==> src/rtl/jacobi_host_sequencer.sv <==
// rtl/jacobi_host_sequencer.sv - bus initiator that runs one load/iterate/unload job on the Jacobi array
// Optional feature: define JACOBI_HOST_POLL_EN to poll the array counter instead of counting locally.
module jacobi_host_sequencer #(
  parameter int ADDR_W  = 32,
  parameter int DATA_W  = 32,
  parameter int WIDTH   = 8,
  parameter int CWIDTH  = 8,
  parameter int IDWIDTH = 8,
  parameter int NWIDTH  = 10,
  parameter int CTRL_ID = 0,
  parameter int SCAN_ID = 1
) (
  input  logic              Clk,
  input  logic              Reset_n,
  input  logic              Start,
  input  logic [NWIDTH-1:0] Nodes,
  input  logic [CWIDTH-1:0] Iter,
  output logic              Busy,
  output logic              Done,
  input  logic              LdValid,
  output logic              LdReady,
  input  logic [WIDTH-1:0]  LdData,
  output logic              UnValid,
  input  logic              UnReady,
  output logic [WIDTH-1:0]  UnData,
  output logic              BusRD,
  output logic              BusWR,
  output logic [ADDR_W-1:0] BusAddr,
  output logic [DATA_W-1:0] BusDataOut,
  input  logic [DATA_W-1:0] BusDataIn
);

  typedef enum logic [2:0] {
    S_IDLE, S_LOAD, S_ARM, S_RUN, S_GAP, S_UNLOAD, S_DONE
  } state_t;

  localparam logic [ADDR_W-1:0] A_SCAN = ADDR_W'(SCAN_ID);
  localparam logic [ADDR_W-1:0] A_CTRL = ADDR_W'(CTRL_ID);
  localparam logic [NWIDTH-1:0] N_ONE  = NWIDTH'(1);

  state_t              r_state;
  logic [NWIDTH-1:0]   r_nodes;
  logic [CWIDTH-1:0]   r_iter;
  logic [NWIDTH-1:0]   r_ld_cnt;
  logic [NWIDTH-1:0]   r_rd_cnt;
  logic [NWIDTH-1:0]   r_un_cnt;
  logic                r_busy;
  logic                r_done;
  logic                r_ld_ready;
  logic                r_un_valid;
  logic [WIDTH-1:0]    r_un_data;
`ifndef JACOBI_HOST_POLL_EN
  logic [CWIDTH-1:0]   r_run_cnt;
`endif

  logic w_ld_fire;
  logic w_un_fire;
  logic w_rd_scan;
  logic w_rd_ctrl;
  logic w_unused_din;

  assign Busy    = r_busy;
  assign Done    = r_done;
  assign LdReady = r_ld_ready;
  assign UnValid = r_un_valid;
  assign UnData  = r_un_data;

  assign w_ld_fire = (r_state == S_LOAD) && LdValid && r_ld_ready;
  assign w_un_fire = r_un_valid && UnReady;
  // A read may only be issued if its data can land in UnData at the same edge.
  assign w_rd_scan = (r_state == S_UNLOAD) && (r_rd_cnt != r_nodes) &&
                     (!r_un_valid || UnReady);
`ifdef JACOBI_HOST_POLL_EN
  assign w_rd_ctrl = (r_state == S_RUN);
`else
  assign w_rd_ctrl = 1'b0;
`endif
  assign w_unused_din = ^BusDataIn;

  // Bus strobes follow the handshakes in the same cycle so load and unload sustain one beat per cycle.
  always_comb begin
    BusRD      = 1'b0;
    BusWR      = 1'b0;
    BusAddr    = '0;
    BusDataOut = '0;
    if (w_ld_fire) begin
      BusWR      = 1'b1;
      BusAddr    = A_SCAN;
      BusDataOut = DATA_W'(LdData);
    end else if (r_state == S_ARM) begin
      BusWR      = 1'b1;
      BusAddr    = A_CTRL;
      BusDataOut = DATA_W'(r_iter);
    end else if (w_rd_ctrl) begin
      BusRD   = 1'b1;
      BusAddr = A_CTRL;
    end else if (w_rd_scan) begin
      BusRD   = 1'b1;
      BusAddr = A_SCAN;
    end
  end

  always_ff @(posedge Clk or negedge Reset_n) begin
    if (!Reset_n) begin
      r_state    <= S_IDLE;
      r_nodes    <= '0;
      r_iter     <= '0;
      r_ld_cnt   <= '0;
      r_rd_cnt   <= '0;
      r_un_cnt   <= '0;
      r_busy     <= 1'b0;
      r_done     <= 1'b0;
      r_ld_ready <= 1'b0;
      r_un_valid <= 1'b0;
      r_un_data  <= '0;
`ifndef JACOBI_HOST_POLL_EN
      r_run_cnt  <= '0;
`endif
    end else begin
      r_done <= 1'b0;
      case (r_state)
        S_IDLE: begin
          if (Start) begin
            r_nodes  <= Nodes;
            r_iter   <= Iter;
            r_busy   <= 1'b1;
            r_ld_cnt <= '0;
            r_rd_cnt <= '0;
            r_un_cnt <= '0;
            if (Nodes == '0) begin
              r_state <= S_ARM;
            end else begin
              r_state    <= S_LOAD;
              r_ld_ready <= 1'b1;
            end
          end
        end
        S_LOAD: begin
          if (w_ld_fire) begin
            r_ld_cnt <= r_ld_cnt + N_ONE;
            if (r_ld_cnt + N_ONE == r_nodes) begin
              r_ld_ready <= 1'b0;
              r_state    <= S_ARM;
            end
          end
        end
        S_ARM: begin
`ifndef JACOBI_HOST_POLL_EN
          r_run_cnt <= r_iter;
`endif
          r_state <= (r_iter == '0) ? S_GAP : S_RUN;
        end
        S_RUN: begin
`ifdef JACOBI_HOST_POLL_EN
          if (BusDataIn[CWIDTH-1:0] == '0) r_state <= S_GAP;
`else
          r_run_cnt <= r_run_cnt - CWIDTH'(1);
          if (r_run_cnt == CWIDTH'(1)) r_state <= S_GAP;
`endif
        end
        S_GAP: begin
          if (r_nodes == '0) begin
            r_state <= S_DONE;
            r_done  <= 1'b1;
            r_busy  <= 1'b0;
          end else begin
            r_state <= S_UNLOAD;
          end
        end
        S_UNLOAD: begin
          if (w_rd_scan) begin
            r_un_data  <= BusDataIn[WIDTH-1:0];
            r_un_valid <= 1'b1;
            r_rd_cnt   <= r_rd_cnt + N_ONE;
          end else if (w_un_fire) begin
            r_un_valid <= 1'b0;
          end
          if (w_un_fire) begin
            r_un_cnt <= r_un_cnt + N_ONE;
            if (r_un_cnt + N_ONE == r_nodes) begin
              r_state <= S_DONE;
              r_done  <= 1'b1;
              r_busy  <= 1'b0;
            end
          end
        end
        S_DONE: r_state <= S_IDLE;
        default: r_state <= S_IDLE;
      endcase
    end
  end

endmodule
==> config.mk <==
export PLATFORM = sky130hd
export DESIGN_NAME = jacobi_host_sequencer
export DESIGN_NICKNAME = d
export VERILOG_FILES = /design/src/rtl/jacobi_host_sequencer.sv
export SDC_FILE = /design/constraint.sdc
export NUM_CORES = 1
export LEC_CHECK = 0
export CAP_MARGIN = 20
export CORE_ASPECT_RATIO = 1.2
export CORE_MARGIN = 8
export CORE_UTILIZATION = 43
export DETAILED_ROUTE_END_ITERATION = 6
export GPL_TIMING_DRIVEN = 0
export PLACE_DENSITY_LB_ADDON = 0.15
export SYNTH_ARGS = -nofsm -noshare
export SYNTH_HDL_FRONTEND = slang
export SYNTH_SLANG_ARGS = --single-unit
==> constraint.sdc <==
create_clock -name Clk -period 2.1 [get_ports Clk]
set_clock_uncertainty 0.2 [all_clocks]
set_input_delay 0.315 -clock Clk [delete_from_list [all_inputs] [get_ports Clk]]
set_output_delay 0.315 -clock Clk [all_outputs]
set_load 0.05 [all_outputs]
==> run_1/congestion.png <==
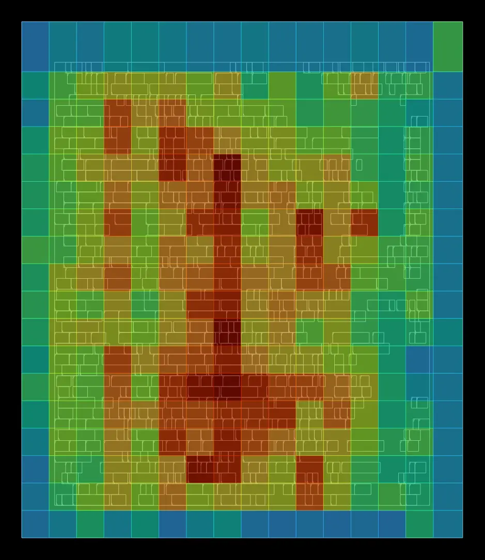
GRT Total Usage: 0.178
met1 Use GR: 0.206
M2 GR Usage: 0.293
met3 Use GR: 0.0693
DR WL/cell: 16.3 um

==> run_1/layer_met2.png <==
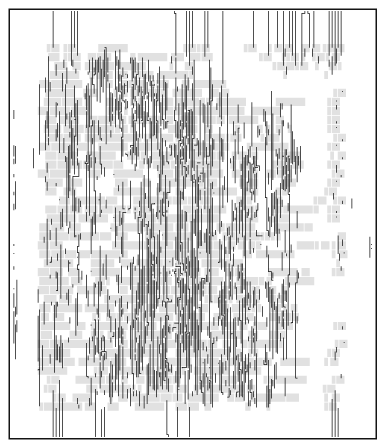
main direction: vertical
wire length on this layer: 6380 um
nets with wire on the layer: 592
share of all routed wire: 49%
longest straight run: 51.3 um

==> run_results.csv, run 1 <==
group,metric,value,unit
outcome,outcome,"complete, but fails checks",
logic_synthesis,top_cell_area_share,0.382,
hold_path,hp-class,"in -> async",
power_and_ir_drop,p_switching,935,uW
timing,postLayoutSetupSlackWorst,-0.512,ns
logic_synthesis,edf_count,0,
global_route,grt_pass1_vias,4135,
logic_synthesis,ys.flops,71,
worst_setup_path,crit_chain,"buf_6 -> xor2_2 -> nor4_4 -> a311oi_2 -> buf_4 -> or2_4 -> buf_8",
global_route,grt_start_max_net_pins,56,
worst_setup_path,worst_r2r_path_depth,15,
power_and_ir_drop,p_sw_frac,0.276,
timing,setup-violations-final,32,
floorplan,rows,41,
route,dr.pass1.iters,4,
route,routed_via_density,5.25,
worst_setup_path,cp.arrival,2.10,ns
cells_and_area,mostFrequentLayoutCells,"buf_4, dfrtp_1, conb_1",
placement,port_buffers,61,
logic_synthesis,syn-cell-area,4650,sq um
floorplan,core-area,10500,sq um
placement,place_area,5750,sq um
route,drt-initial-drc-count,193,
worst_setup_path,endpoint_kind,"primary output",
run,max_cap_violations,0,
logic_synthesis,async_flop_share,1.00,
logic_synthesis,yosysTopAreaCell,"dfrtp_1",
clock_network,clock_sinks,71,
cells_and_area,fill_cells,843,
power_and_ir_drop,pwr-share-comb,0.137,
clock_network,clk_pin_slew,0.06,ns
power_and_ir_drop,leakagePower,0.00323,uW
logic_synthesis,syn_inst,499,
cells_and_area,syn_to_final_growth,45.1,%
worst_setup_path,r2r_start,"r_nodes[2]",
placement,place_congestion,0.835,
placement,dp_slack,-1.14,ns
worst_setup_path,critPathRequiredTime,1.58,ns
logic_synthesis,synth_cell_types,69,
timing,final_max_slew_viol_count,0,
run,warning_count,54,
route,antenna_violating_nets_post_route,0,
power_and_ir_drop,p_int,2460,uW
logic_synthesis,yosysCellCount,499,
outcome,violations,"setup timing",
global_route,grt_pass1_wl,21000,um
clock_network,htree_levels,3,
power_and_ir_drop,powerDensity,503,nW/um^2
cells_and_area,combGateArea,2800,sq um
worst_setup_path,cpPeakStageDelay,0.37,ns
worst_setup_path,cp_max_fo,3,
clock_network,root_buffer,"clkbuf_16",
==> run_1/layer_met3.png <==
Scale bar: 20 um.
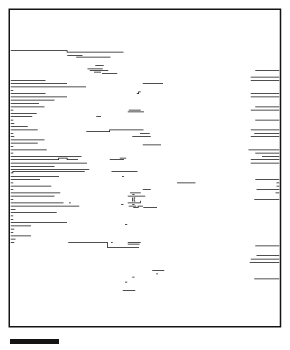
main direction: horizontal
longest straight run: 32.0 um
Post-Route WL: 13100 um
routed vias: 4208

==> run_1/flops_by_reg.png <==
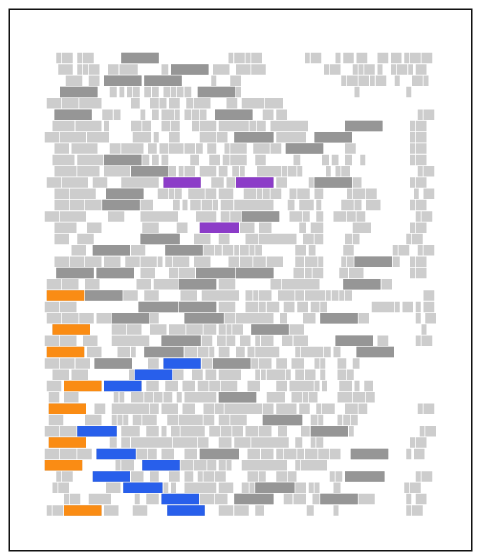
legend:
  r_rd_cnt:
    colour: blue
    flops: 10
  UnData:
    colour: orange
    flops: 8
  r_state:
    colour: purple
    flops: 3
not coloured: 50
Flop area: 1800 sq um
sequential cell power: 1380 uW

-- run 1: stage by stage --
step	util	total power, uW	setup TNS [ns]
floorplan	-	1730	-0.471
global placement	0.544	1850	-164.45
detailed placement	0.547	1860	-23.06
CTS	0.620	3400	-3.67
global route	0.641	3500	-6.04
finish	0.641	3390	-3.84
-- run 1: layout make-up --
type | instances | share of cell area
multi-input cells | 394 | 0.415
flip-flops and latches | 71 | 0.266
repair buffers | 108 | 0.158
plain buffers | 76 | 0.0863
clock buffers | 10 | 0.0340
well taps | 129 | 0.0239
clock inverters | 6 | 0.0104
inverters | 8 | 0.00557
-- run 1: cells by family after synthesis --
family                   count (synthesis)  share of synthesized area
other                                    1                   0.000807
AND-OR/OR-AND                          104                      0.146
AND/OR/NAND/NOR                        161                      0.188
buffers and inverters                   88                      0.124
multiplexers                            31                     0.0743
flip-flops                              71                      0.382
adder cells (fa/ha/maj)                  5                     0.0135
XOR/XNOR                                38                     0.0716
-- run 1: synth_stat cells, drive strengths merged, types with 7 or more instances --
master	instances
nor4	10
nand2	36
nand3	18
dfrtp	71
inv	7
xor2	27
clkbuf	9
o22ai	8
a22o	11
nor3	8
a21oi	13
mux2	28
nor2	34
xnor2	11
buf	71
o21ai	38
nand4	10
nand2b	10
-- run 1: critical path: cells and delay by family, from the launching register on --
family / cells / cell delay [ns]
AOI/OAI and AO/OA: 1 / 0.19
xor gates and xnor gates: 1 / 0.15
buffers and inverters: 3 / 0.47
DFF: 1 / 0.37
and+or+nand+nor: 2 / 0.59
-- run 1: registers in the layout, indices dropped and copies added (netlist names) --
name,flops
Busy,1
Done,1
LdReady,1
UnData,8
UnValid,1
r_iter,8
r_ld_cnt,10
r_nodes,10
r_rd_cnt,10
r_run_cnt,8
r_state,3
r_un_cnt,10
-- run 1: layer usage --
| metal | share of wire | up-vias | wire length, um | global-route usage |
|---|---|---|---|---|
| met5 | 0 | - | 0 | 0 |
| met3 | 0.086 | 23 | 1120 | 0.0693 |
| met2 | 0.49 | 150 | 6380 | 0.293 |
| met1 | 0.41 | 2010 | 5310 | 0.206 |
| met4 | 0.022 | 0 | 288 | 0.0645 |
| li1 | - | 2025 | - | - |
-- run 1: power by group through the flow --
stage / registers (uW) / logic (uW) / clock network (uW)
finish: 1380 / 466 / 1550
global route: 1380 / 492 / 1630
CTS: 1380 / 461 / 1560
detailed placement: 1400 / 458 / 0
global placement: 1400 / 450 / 0
floorplan: 1430 / 300 / 0
-- run 1: worst paths after layout --
check / slack (ns) / end
min in group Clk: 0.29 / UnData[6]
setup / recovery: -0.51 / BusAddr[0]
setup reg to reg: -0.43 / UnValid
hold / removal: 0.21 / r_rd_cnt[2]
hold reg to reg: 0.29 / UnData[6]
max in group asynchronous: 0.91 / LdReady
-- run 1: timing repair --
item / CTS / global route
hold buffers: 1 / 0
pin swaps: 11 / 21
gates resized: 131 / 42
setup endpoints to repair: 63 / 65
setup buffers: 28 / 16
gates cloned: 1 / 1
endpoints found under the hold margin: 46 / 0
==> run 2, diff against run 1 <==
--- a/config.mk
+++ b/config.mk
@@ -7,7 +7,7 @@
 export LEC_CHECK = 0
 export CAP_MARGIN = 20
 export CORE_ASPECT_RATIO = 1.2
-export CORE_MARGIN = 8
+export CORE_MARGIN = 5
 export CORE_UTILIZATION = 43
 export DETAILED_ROUTE_END_ITERATION = 6
 export GPL_TIMING_DRIVEN = 0
==> run_2/layer_met3.png <==
Scale bar: 20 um.
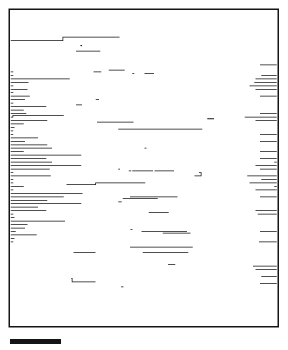
wire length on this layer: 973 um
longest straight run: 32.7 um
share of all routed wire: 7.9%
nets with wire on the layer: 103
main direction: horizontal

==> run 2 against run 1 <==
The flow still finishes with violations (setup timing). Critical path type unchanged. Non-clock buffer count decreased by 16. Synthesized cell count unchanged. Die size decreased by 9.8%. Utilization decreased by 0.25 points. Clock power increased by 21%. Via count decreased by 3.0%. Flip-flop count unchanged. Sequential share of layout area about the same. Power increased by 9.8%.
==> run_results.csv, run 2 <==
group,metric,value,unit
clock_network,clock_sinks,71,
floorplan,io_pins,141,
cells_and_area,drive_gt1_frac,0.339,
global_route,grtUsageTotal,0.190,
floorplan,die_area,13000,sq um
worst_setup_path,start_kind,"register",
worst_setup_path,endpoint_kind,"primary output",
logic_synthesis,syn_inst,499,
global_route,antenna_found_initial,0,
timing,slew_headroom,0.643,
cells_and_area,fill_cells,849,
logic_synthesis,ys.flops,71,
route,drt-initial-drc-count,260,
logic_synthesis,yosysTopAreaCell,"dfrtp_1",
run,max_cap_violations,0,
global_route,grt_pass1_vias,4147,
logic_synthesis,synthFlopType,"dfrtp_1",
route,vias,4082,
logic_synthesis,synth_cell_types,69,
timing,final_max_slew_viol_count,0,
worst_setup_path,cp.arrival,2.07,ns
placement,place_congestion,0.849,
cells_and_area,syn_to_final_growth,45.2,%
timing,holdWs,0.136,ns
logic_synthesis,yosysCellCount,499,
route,dr.pass1.iters,4,
floorplan,rows,41,
outcome,outcome,"complete, but fails checks",
logic_synthesis,async_flop_share,1.00,
clock_network,clockBufferDepth,2,
outcome,violations,"setup timing",
floorplan,core-area,10600,sq um
logic_synthesis,edf_count,0,
logic_synthesis,top_cell,"dfrtp_1",
clock_network,root_buffer,"clkbuf_16",
floorplan,die_x,105,um
worst_setup_path,path_class,"reg -> out",
cells_and_area,instances_no_fill,786,
clock_network,cts_tree,"yes",
placement,port_buffers,61,
route,drt_wl_total,12300,um
global_route,grt_pass1_wl,19900,um
power_and_ir_drop,total_power,3730,uW
timing,postLayoutSetupSlackWorst,-0.484,ns
timing,setup-violations-final,22,
logic_synthesis,top_cell_area_share,0.382,
power_and_ir_drop,leakagePower,0.00319,uW
worst_setup_path,critPathRequiredTime,1.58,ns
power_and_ir_drop,powerDensity,552,nW/um^2
logic_synthesis,syn-cell-area,4650,sq um
cells_and_area,mostFrequentLayoutCells,"buf_4, conb_1, dfrtp_1",
timing,timing.final.crit_share,1.23,
global_route,grt_start_max_net_pins,64,
clock_network,clk_pin_slew,0.06,ns
route,wl_per_cell,15.7,um
logic_synthesis,ys_top_cells_by_count,"dfrtp_1, buf_4, nand2_1",
clock_network,htree_levels,3,
timing,finalHoldViolations,0,
hold_path,hp-class,"in -> async",
cells_and_area,layout_top_cell,"buf_4",
run,warning_count,54,
placement,place_hpwl,8290,um
worst_setup_path,cp_max_fo,4,
route,antenna_violating_nets_post_route,0,
route,routed_via_density,5.19,
-- run 2: cell types whose count changed in the layout (fill, tap and decap cells not counted), moves of 2 or more --
cell,change
dfrtp_2,+2
nand2b_4,+2
mux2_4,+5
buf_2,+3
nand2b_1,-2
mux2_1,-5
bufinv_16,+3
buf_4,-20
buf_12,-2
dfrtp_1,-2
clkinvlp_4,-3
-- run 2: path summary, 6_finish.rpt --
check,cells after the start,slack (ns),startpoint,endpoint
max,7,-0.48,r_nodes[2],BusAddr[0]
min in group Clk,1,0.29,UnData[1],UnData[1]
max reg2reg,6,-0.14,r_un_cnt[1],Busy
max in group asynchronous,3,1.01,Reset_n,LdReady
min,2,0.14,Reset_n,r_rd_cnt[2]
min reg2reg,1,0.29,UnData[1],UnData[1]
-- run 2: what timing repair did --
action	CTS	global route
buffers inserted	21	10
cloned	1	0
gates resized	129	51
setup endpoints to repair	66	55
hold buffers	1	0
hold endpoints to repair	71	0
pin swaps	14	13
-- run 2: stage by stage --
step / setup WS, ns / util / TNS, ns / cell area [sq um]
6_report: -0.484 / 0.639 / -3.20 / 6750
5_1_grt: -0.541 / 0.639 / -4.86 / 6750
4_1_cts: -0.436 / 0.616 / -2.93 / 6510
3_5_place_dp: -1.13 / 0.544 / -23.29 / 5750
3_3_place_gp: -2.30 / 0.542 / -167.08 / 5720
2_1_floorplan: -0.0752 / - / -0.471 / 4950
-- run 2: layer usage --
metal	up-vias	global-route usage	routed length (um)
li1	1996	-	-
met1	1935	0.222	5020
met2	136	0.322	6120
met3	15	0.0643	973
met4	0	0.0743	213
met5	-	0	0
-- run 2: critical path: stages (launching register included) --
cell and delay, ns:
dfrtp_1 0.37, buf_6 0.13, xor2_2 0.15, nor4_4 0.34, a311oi_4 0.14, buf_4 0.18, or2_4 0.26, buf_8 0.15
-- run 2: cells by family after synthesis --
group,count (synthesis),share of synthesized area
multiplexers,31,0.0743
adder cells (fa/ha/maj),5,0.0135
XOR/XNOR,38,0.0716
buffers and inverters,88,0.124
flip-flops,71,0.382
AND/OR/NAND/NOR,161,0.188
other,1,0.000807
AND-OR/OR-AND,104,0.146
-- run 2: final cells by class --
cell class              instances  area [sq um]  area share
flip-flops and latches         71          1800       0.267
plain buffers                  74           559      0.0829
inverters                       8          37.5     0.00556
clock inverters                 5           129      0.0191
clock buffers                  11           233      0.0345
multi-input cells             394          2870       0.425
repair buffers                 94           963       0.143
well taps                     129           161      0.0239
-- run 2: power by group --
part	switching (uW)	internal, uW	leakage, uW
combinational	307	160	0.00210
clock	594	1290	0.000174
sequential	3.74	1380	0.000916
==> run 3, diff against run 2 <==
--- a/config.mk
+++ b/config.mk
@@ -5,7 +5,7 @@
 export SDC_FILE = /design/constraint.sdc
 export NUM_CORES = 1
 export LEC_CHECK = 0
-export CAP_MARGIN = 20
+export CAP_MARGIN = 0
 export CORE_ASPECT_RATIO = 1.2
 export CORE_MARGIN = 5
 export CORE_UTILIZATION = 43
==> run_3/layer_met2.png <==
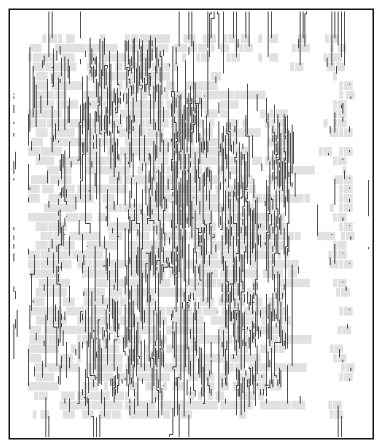
wire length on this layer: 6120 um
longest straight run: 51.0 um
share of all routed wire: 50%
nets with wire on the layer: 576
main direction: vertical
M2 GR Usage: 0.322
Post-Route WL: 12300 um
routed vias: 4082

==> run 3 against run 2 <==
The flow still finishes with violations (setup timing). Worst hold slack unchanged. Count of clock-buffer cells in the layout stayed put. Sequential share of layout area unchanged. Critical path depth unchanged. Non-clock buffer count did not move. Flip-flop count is the same. Synthesized area is the same. Register-to-register slack about the same. Clock power about the same. Combinational power about the same.
==> run_results.csv, run 3 <==
group,metric,value,unit
logic_synthesis,ys_top_cells_by_count,"dfrtp_1, buf_4, nand2_1",
floorplan,die_x,105,um
global_route,top_usage_layer,"met2",
logic_synthesis,edf_count,0,
power_and_ir_drop,leakagePower,0.00319,uW
timing,slew_headroom,0.643,
cells_and_area,fill_cells,849,
route,drt-initial-drc-count,260,
logic_synthesis,ys_sh_simple,0.188,
logic_synthesis,top_logic_kind,"simple AND/OR/NAND/NOR gates",
cells_and_area,final_area,6750,sq um
timing,timing.final.crit_share,1.23,
placement,place_area,5750,sq um
logic_synthesis,syn_inst,499,
route,routed_via_density,5.19,
floorplan,die_area,13000,sq um
global_route,grt_use_met1,0.222,
timing,final_max_slew_viol_count,0,
logic_synthesis,async_flop_share,1.00,
logic_synthesis,synthFlopType,"dfrtp_1",
worst_setup_path,path_buffers,3,
global_route,antenna_found_initial,0,
run,warning_count,54,
power_and_ir_drop,powerDensity,552,nW/um^2
logic_synthesis,yosysTopAreaCell,"dfrtp_1",
worst_setup_path,critPathTopFamily,"simple AND/OR/NAND/NOR gates",
global_route,grt_use_met3,0.0643,
logic_synthesis,top_cell,"dfrtp_1",
power_and_ir_drop,total_power,3730,uW
global_route,grt_pass1_wl,19900,um
logic_synthesis,synth_cell_types,69,
cells_and_area,syn_to_final_growth,45.2,%
clock_network,clock_sinks,71,
floorplan,io_pins,141,
timing,finalHoldViolations,0,
timing,setup-violations-final,22,
worst_setup_path,cpPeakStageDelay,0.37,ns
logic_synthesis,yosysCellCount,499,
global_route,grt_pass1_vias,4147,
hold_path,hp-class,"in -> async",
run,max_cap_violations,0,
timing,postLayoutSetupSlackWorst,-0.484,ns
outcome,outcome,"complete, but fails checks",
clock_network,cts_tree,"yes",
worst_setup_path,endpoint_kind,"primary output",
floorplan,rows,41,
clock_network,clk_pin_slew,0.06,ns
logic_synthesis,top_cell_area_share,0.382,
route,dr.pass1.iters,4,
timing,holdWs,0.136,ns
route,antenna_violating_nets_post_route,0,
outcome,violations,"setup timing",
clock_network,htree_levels,3,
global_route,grtUsageTotal,0.190,
worst_setup_path,crit_chain,"buf_6 -> xor2_2 -> nor4_4 -> a311oi_4 -> buf_4 -> or2_4 -> buf_8",
worst_setup_path,start_kind,"register",
run 3: cell families (layout without fill, tap and decap cells):
group | count (synthesis) | in the layout
simple gates | 161 | 161
compound gates | 104 | 104
buf+inv | 88 | 192
flops | 71 | 71
xor+xnor | 38 | 38
mux | 31 | 31
fa+ha+maj | 5 | 5
other cells | 1 | 55
run 3: area by class of cell:
type	instances	area, sq um	area share
sequential	71	1800	0.267
buffer	74	559	0.0829
clock buffer	11	233	0.0345
timing repair buffer	94	963	0.143
inverter	8	37.5	0.00556
clock inverter	5	129	0.0191
tap	129	161	0.0239
multi-input combinational	394	2870	0.425
run 3: power breakdown:
part | internal (uW) | leakage [uW] | switching (uW)
registers | 1380 | 0.000916 | 3.74
clock network | 1290 | 0.000174 | 594
logic | 160 | 0.00210 | 307
run 3: through the flow:
step,utilization,setup TNS [ns],worst slack (ns),std cells
2_1_floorplan,-,-0.471,-0.0752,553
3_3_place_gp,0.542,-167.08,-2.30,743
3_5_place_dp,0.544,-23.29,-1.13,744
4_1_cts,0.616,-2.93,-0.436,779
5_1_grt,0.639,-4.86,-0.541,786
6_report,0.639,-3.20,-0.484,786
run 3: per-layer routing:
layer	wire [um]	vias to the layer above
li1	-	1996
met1	5020	1935
met2	6120	136
met3	973	15
met4	213	0
met5	0	-
run 3: repair_timing:
item | in CTS | in global routing
endpoints found under the hold margin | 71 | 0
hold buffers | 1 | 0
resized | 129 | 51
cloned | 1 | 0
buffers inserted | 21 | 10
pin swaps | 14 | 13
setup endpoints to repair | 66 | 55
run 3: final timing paths:
kind | from | endpoint | cells after the start
hold reg to reg | UnData[1] | UnData[1] | 1
max in group asynchronous | Reset_n | LdReady | 3
hold / removal | Reset_n | r_rd_cnt[2] | 2
min in group Clk | UnData[1] | UnData[1] | 1
setup reg to reg | r_un_cnt[1] | Busy | 6
setup / recovery | r_nodes[2] | BusAddr[0] | 7
Power figures rest on the tool's default switching activity, not on a simulated workload.
